**Run 1: M2 wires**

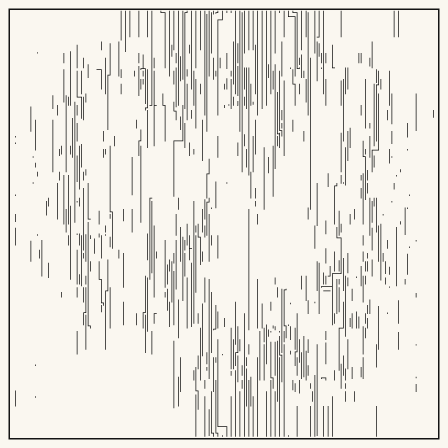
**Run 1: signal wires on met1**

Scale bar: 20 um. Supply wires on this layer in grey.
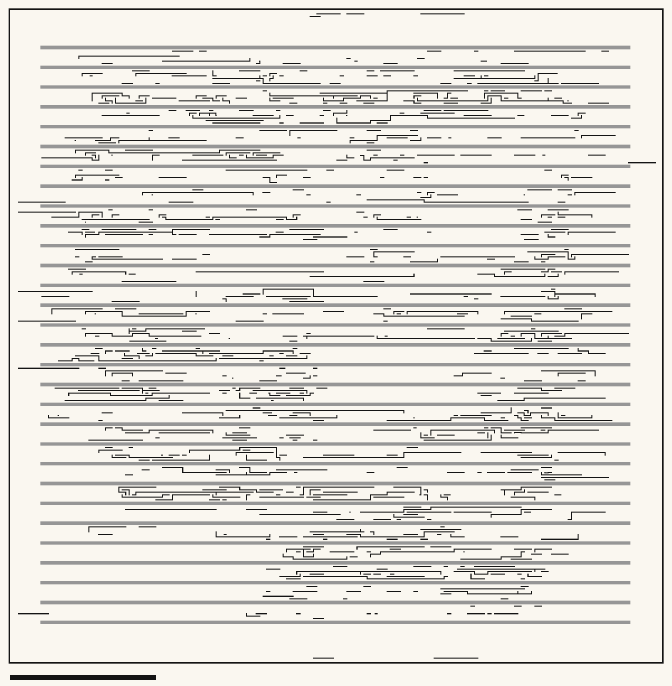
**Run 1: gate-type map**

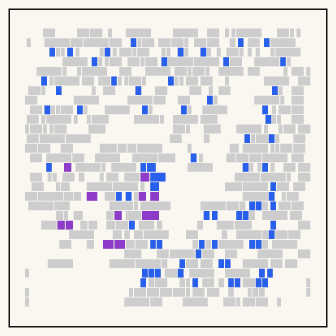
**Run 1: clock nets**

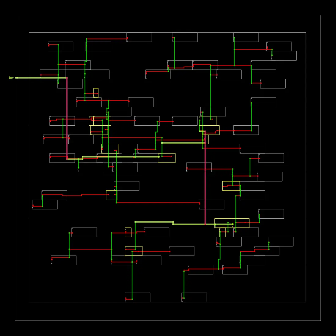
==> config.mk <==
export PLATFORM = sky130hd
export DESIGN_NAME = mem_access_unit
export DESIGN_NICKNAME = d
export VERILOG_FILES = /design/src/rtl/lc3_mem_pkg.sv /design/src/rtl/mem_access_unit.sv
export SDC_FILE = /design/constraint.sdc
export NUM_CORES = 1
export LEC_CHECK = 0
export CORE_MARGIN = 4
export CORE_UTILIZATION = 38
export CTS_CLUSTER_SIZE = 8
export DETAILED_ROUTE_END_ITERATION = 7
export PLACE_DENSITY = 0.8
export REMOVE_ABC_BUFFERS = 1
export SETUP_SLACK_MARGIN = 0.1
export SLEW_MARGIN = 10
export SYNTH_ARGS = -nofsm -noshare
export SYNTH_HDL_FRONTEND = slang
export SYNTH_SLANG_ARGS = --single-unit
==> constraint.sdc <==
create_clock -name Clk -period 2.6 [get_ports Clk]
set_clock_uncertainty 0.2 [all_clocks]
set_input_delay 0.52 -clock Clk [delete_from_list [all_inputs] [get_ports Clk]]
set_output_delay 0.52 -clock Clk [all_outputs]
set_load 0.01 [all_outputs]
==> ci_impl_report.md, run 1 <==
## PnR job results

| Metric | Value |
|---|---|
| Share of cells above drive strength 1 | 7.16% |
| Final Hold Fails | 0 |
| Number of cells on the worst reg-to-reg path | 9 |
| CP bufs+invs | 1 |
| Cell count in the Yosys report | 299 |
| CTS hold repair buffers | 0 |
| Crit start category | register |
| Post-CTS repair timing setup buffer count | 0 |
| Vias/cell | between 4 and 5 |
| Post-synth top cells | 66 x nand2_1, 61 x dfxtp_1, 49 x a21oi_1, 23 x buf_4, 18 x o21ai_0 |
| Clock slew at reported path FFs | 0.07 ns |
| Met3 usage | 4.79% |
| Layout area overhead | 47.8% |
| First-pass DRT Iterations | 4 |
| Crit. End Element | register |
| Synth cell types | 40 |
| Slew @ Worst Pin | around 0.82 ns |
| Die W | just under 90 um |
| Critical path arrival | 2.34 ns |
| Pre-CTS setup slack | about 0.15 ns |
| Number of enable flip-flop cells | 0 |
| I/O Buffers | roughly 110 |
| Worst path cell trace | inv_1 > ha_1 > nor3b_2 > o21a_1 > nand2_1 > ha_1 > a21o_1 > a221o_1 > nor3_1 |
| Core ar. | 6390 sq um |
| Status | completed |
| Crit-path slowest cell | ha_1 |
| Area of the die | 8000 sq um |
| Gr usage total | between 15 and 20% |
| Highest Clock Rate | 437 MHz |
| Final setup TNS | 0 ns |
| DRC | 0 |
| # IOs | ~140 |
| ANT nets after route | 0 |
| Normalized max-slew margin | 45.3% |
| Number of nets in the layout | about 470 |
| Mapped Avg Cell Area | between 8 and 9 sq um |
| CTS tree | yes |
| First-pass GRT wire length | 9910 um |
| Required time of the critical path | about 2.7 ns |
| Tool Warnings | 43 |
| Overflow after GRT | 0 |
| Max-area cell share | around half |
| Final slew viol count | 0 |
| Tmin final | 2.29 ns |
| CP peak stage delay | 0.33 ns |
| Post_cts resized | 0 |
| Initial DRC Count | 110 |
| Most Crowded Layer GR | met2 |
| Vias in the first global route | between 2000 and 2500 |
| CP delay by family, top | AND-OR/OR-AND gates |
| Gpl congestion | ~0.79 |
| MaxCap Viol Count | 0 |
| Final worst-path cycle share | about nine tenths |
| DR WL met3 | ~560 um |
| Row Count | 29 |
| Cell leakage power | 0.00144 uW |
| Final worst slack | 0.310 ns |
| Cells after Synth | around 300 |
| Routed len/inst | around 13 um |
| Leading area contributor after synthesis | dfxtp_1 |
| Clock buffer depth | 2 |
| DRT met1 WL | about 2600 um |
| N_diodes | 0 |
| Clk root buf | clkbuf_8 |
| Final setup viols | 0 |
| Largest net degree at the start of global routing | 34 |
| YS chip area | 2520 sq um |
-- 'M2 wires' (at the start) --
nets with wire on the layer: 390
wire length on this layer: 3190 um
main direction: vertical
longest straight run: 33.3 um
share of all routed wire: 50%
Vias: 2367
met2 Resource Use GR: 26.7%
drt total wl: 6450 um

-- 'signal wires on met1' (at the start) --
longest straight run: 24.4 um
nets with wire on the layer: 379
met1 GRT Util: 18.8%

-- 'gate-type map' (at the start) --
[aoi and oai cells] blue | cells: 71
[and/or cells] purple | cells: 11
logic share of the area: 29.3%
non-filler instance count after layout: 482
most common cell after layout, fill and taps aside: clkdlybuf4s50_1

-- 'clock nets' (at the start) --
Clock Sinks: 61
clk pwr: 722 uW
clock buffer count: 12
worst skew pair latency: 0.32 ns
CTS buffer count: 9

[run 1: worst reg2reg max path, stage by stage, from the launching register on]
cell     delay, ns
dfxtp_1       0.31
inv_1         0.11
ha_1          0.21
nor3b_2       0.24
o21a_1        0.19
nand2_1       0.06
ha_1          0.33
a21o_1        0.18
a221o_1       0.28
nor3_1        0.11
[run 1: where the power goes]
group          internal, uW  total, uW  switching, uW
Sequential              977       1010           27.9
Combinational           194        363            169
Clock                   369        722            352
Total                  1540       2090            549
[run 1: logic make-up after synthesis]
kind of cell    Yosys count  synth area share [%]
compound gates           77                  16.7
fa+ha+maj                 4                  1.99
buf+inv                  48                  11.2
flops                    61                  48.4
mux                       1                 0.397
other cells               1                 0.149
simple gates            107                  21.1
[run 1: area by class of cell]
type | instances | area (sq um)
Fill cell | 567 | 2660
Sequential cell | 61 | 1220
Timing Repair Buffer | 114 | 1130
Multi-Input combinational cell | 209 | 1090
Clock buffer | 12 | 145
Tap cell | 77 | 96.3
Clock inverter | 4 | 23.8
Inverter | 5 | 18.8
[run 1: through the flow]
step | hold slack (ns) | cell area [sq um]
3_3_place_gp | 0.242 | 3550
4_1_cts | 0.255 | 3720
6_report | 0.253 | 3730
3_5_place_dp | 0.245 | 3550
5_1_grt | 0.278 | 3730
2_1_floorplan | 0.253 | 2330
[run 1: placed cells by master, fill, tap and decap left out, types with 2 or more instances in the layout]
master           count
dfxtp_1             61
or4_1                2
inv_1                5
clkdlybuf4s50_1    105
o21ai_0             18
a21oi_1             49
nor2_1               2
nand2_1             66
clkbuf_8            10
o21a_1               2
clkinv_2             3
conb_1              20
nand2b_1             4
ha_1                 4
buf_4                7
nand3_1             16
clkbuf_1             2
or3_1                2
nand3b_1             2
and3_1               2
## Run 2: what changed since run 1
--- a/config.mk
+++ b/config.mk
@@ -5,6 +5,7 @@
 export SDC_FILE = /design/constraint.sdc
 export NUM_CORES = 1
 export LEC_CHECK = 0
+export ABC_CLOCK_PERIOD_IN_PS = 2600
 export CORE_MARGIN = 4
 export CORE_UTILIZATION = 38
 export CTS_CLUSTER_SIZE = 8
**Run 2: M2 wires**

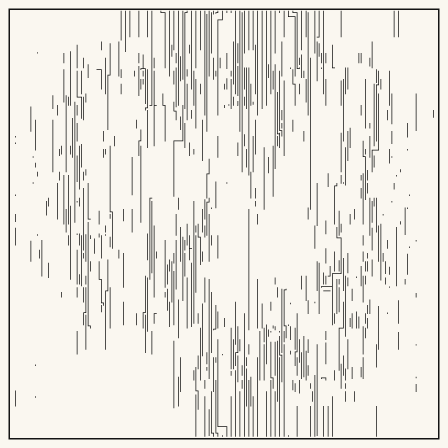
wire length on this layer: 3190 um
share of all routed wire: 50%
longest straight run: 33.3 um
main direction: vertical
nets with wire on the layer: 390

**Run 2: gate-type map**

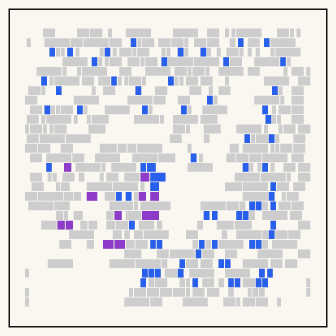
[and/or cells] purple | cells: 11
[aoi and oai cells] blue | cells: 71

**Run 2: metal 3**

Scale bar: 20 um. Cells faint in the background.
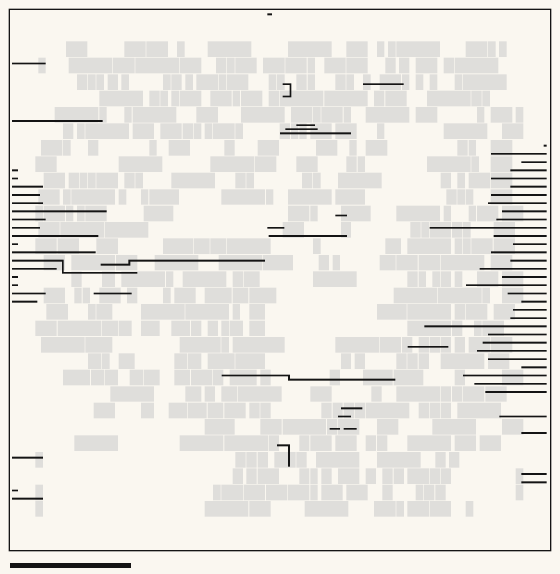
share of all routed wire: 8.6%
nets with wire on the layer: 71
met3 usage: 4.79%

==> ci_impl_report.md, run 2 <==
## PnR job results

| Metric | Value |
|---|---|
| Final worst slack | 0.310 ns |
| Die W | 89.5 um |
| Pre-CTS setup slack | 0.154 ns |
| Initial antenna violation count | 0 |
| ANT nets after route | 0 |
| Worst skew pair latency | 0.32 ns |
| Number of enable flip-flop cells | 0 |
| Final Hold Fails | 0 |
| Total Power | 2090 uW |
| Power share of the sequential group | 48.1% |
| # IOs | 143 |
| Layout area overhead | 47.8% |
| Core ar. | 6390 sq um |
| Fillers | ~570 |
| Overflow after GRT | 0 |
| Crit. End Element | register |
| Main synth FF type | dfxtp_1 |
| Number of cells on the worst reg-to-reg path | 9 |
| Final worst-path cycle share | 88.1% |
| Status | completed |
| Critical path arrival | between 2 and 2.5 ns |
| RSZ-0062 raised after global routing | false |
| YS chip area | about 2500 sq um |
| Final slew viol count | 0 |
| Crit start category | register |
| I/O Buffers | 106 |
| Tmin final | 2.29 ns |
| Mapped Avg Cell Area | 8.43 sq um |
| Tool Warnings | 43 |
| Highest Clock Rate | about 440 MHz |
| Number of nets in the layout | 472 |
| Top cells excl fill/tap | 105 x clkdlybuf4s50_1, 66 x nand2_1, 61 x dfxtp_1 |
| FP Core Util | 39.5% |
| Clock slew at reported path FFs | 0.07 ns |
| Initial DRC Count | 110 |
| Main power group | registers |
| Row Count | 29 |
| Largest net degree at the start of global routing | 34 |
| HP Class | reg2reg |
| Post-synth top cells | 66 x nand2_1, 61 x dfxtp_1, 49 x a21oi_1, 23 x buf_4, 18 x o21ai_0 |
| Net Sw Power | 549 uW |
| Top cells by area | dfxtp_1 48%, nand2_1 9.8%, a21oi_1 9.7% |
| Synth cell types | 40 |
| CTS tree | yes |
| MaxCap Viol Count | 0 |
| Required time of the critical path | approximately 2.7 ns |
| Vias in the first global route | between 2000 and 2500 |
| Cell count in the Yosys report | approximately 300 |
| Area of the die | about 8000 sq um |
| Post-DP HPWL | approximately 4600 um |
| N_diodes | 0 |
| Flops after synth | 61 |
| Normalized max-slew margin | between 40% and 50% |
| Cell leakage power | about 0.0014 uW |
| CTS hold repair buffers | 0 |
| Cell Int Power | 1540 uW |
| Seq pwr | 1010 uW |
| First-pass DRT Iterations | 4 |
| Seq/Total Area, Yosys | 48.4% |
| Share of cells above drive strength 1 | 7.16% |
| CP bufs+invs | 1 |
| Gpl congestion | 0.794 |
| Final setup viols | 0 |
| Clock buffer depth | 2 |
| Switch share | 26.3% |
| CP peak stage delay | between 0.3 and 0.4 ns |
| Clk pwr | 722 uW |
| Max-area cell share | 48.4% |
| Final setup TNS | 0 ns |
| Slew @ Worst Pin | 0.817 ns |
| Most common cell after layout, fill and taps aside | clkdlybuf4s50_1 |
| Hold_ws | roughly 0.25 ns |
| Gr usage total | 15.9% |
| DRC | 0 |
| Crit path kind | reg2reg |
| Clk root buf | clkbuf_8 |
| Vias | about 2400 |
| CTS buffer count | 9 |
| Clock Sinks | 61 |
| First-pass GRT wire length | 9910 um |
| Vias/cell | 4.91 |
| Clock share of power | 34.5% |
| Crit-path slowest cell | ha_1 |
| Comb group | 363 uW |
| Leading area contributor after synthesis | dfxtp_1 |
| H-tree depth | 3 |
| Drt total wl | 6450 um |
| CP delay by family, top | AND-OR/OR-AND gates |
| Cells after Synth | roughly 300 |
| Combinational share of power | approximately 17% |
| Routed len/inst | 13.4 um |
| Yosys warns | 0 |
| Worst path cell trace | inv_1 > ha_1 > nor3b_2 > o21a_1 > nand2_1 > ha_1 > a21o_1 > a221o_1 > nor3_1 |
-- run 2: final cells by class --
| cell class | instances | area (sq um) | area share [%] |
|---|---|---|---|
| inverters | 5 | 18.8 | 0.504 |
| flip-flops and latches | 61 | 1220 | 32.8 |
| clock inverters | 4 | 23.8 | 0.638 |
| repair buffers | 114 | 1130 | 30.3 |
| multi-input cells | 209 | 1090 | 29.3 |
| clock buffers | 12 | 145 | 3.89 |
| well taps | 77 | 96.3 | 2.58 |
-- run 2: through the flow --
step,cells,utilization (%),area [sq um]
after CTS,482,58.3,3720
after global routing,482,58.4,3730
after floorplan,275,-,2330
after global placement,466,55.6,3550
final,482,58.4,3730
after detailed placement,466,55.6,3550
-- run 2: cell families (layout without fill, tap and decap cells) --
logic type               count (synthesis)  count (layout)  synth area share, %
adder cells (fa/ha/maj)                  4               4                 1.99
AND-OR/OR-AND                           77              77                 16.7
AND/OR/NAND/NOR                        107             107                 21.1
flip-flops                              61              61                 48.4
buffers and inverters                   48             135                 11.2
other                                    1              20                0.149
multiplexers                             1               1                0.397
-- run 2: metal layers --
| metal | vias to the layer above | GRT usage, % | wire [um] |
|---|---|---|---|
| li1 | 1173 | - | - |
| met1 | 1098 | 18.8 | 2610 |
| met2 | 89 | 26.7 | 3190 |
| met3 | 7 | 4.79 | 555 |
| met4 | 0 | 6.63 | 86 |
| met5 | - | 0 | 0 |
-- run 2: what timing repair did --
item | CTS | global route
setup endpoints to repair | 0 | 1
endpoints found under the hold margin | 0 | 0
gates resized | 0 | 1
buffers inserted | 0 | 0
-- run 2: worst reg2reg max path, cell delays in order, from the launching register on --
cell     delay (ns)
dfxtp_1        0.31
inv_1          0.11
ha_1           0.21
nor3b_2        0.24
o21a_1         0.19
nand2_1        0.06
ha_1           0.33
a21o_1         0.18
a221o_1        0.28
nor3_1         0.11
Power is estimated from default activity; no workload was simulated.
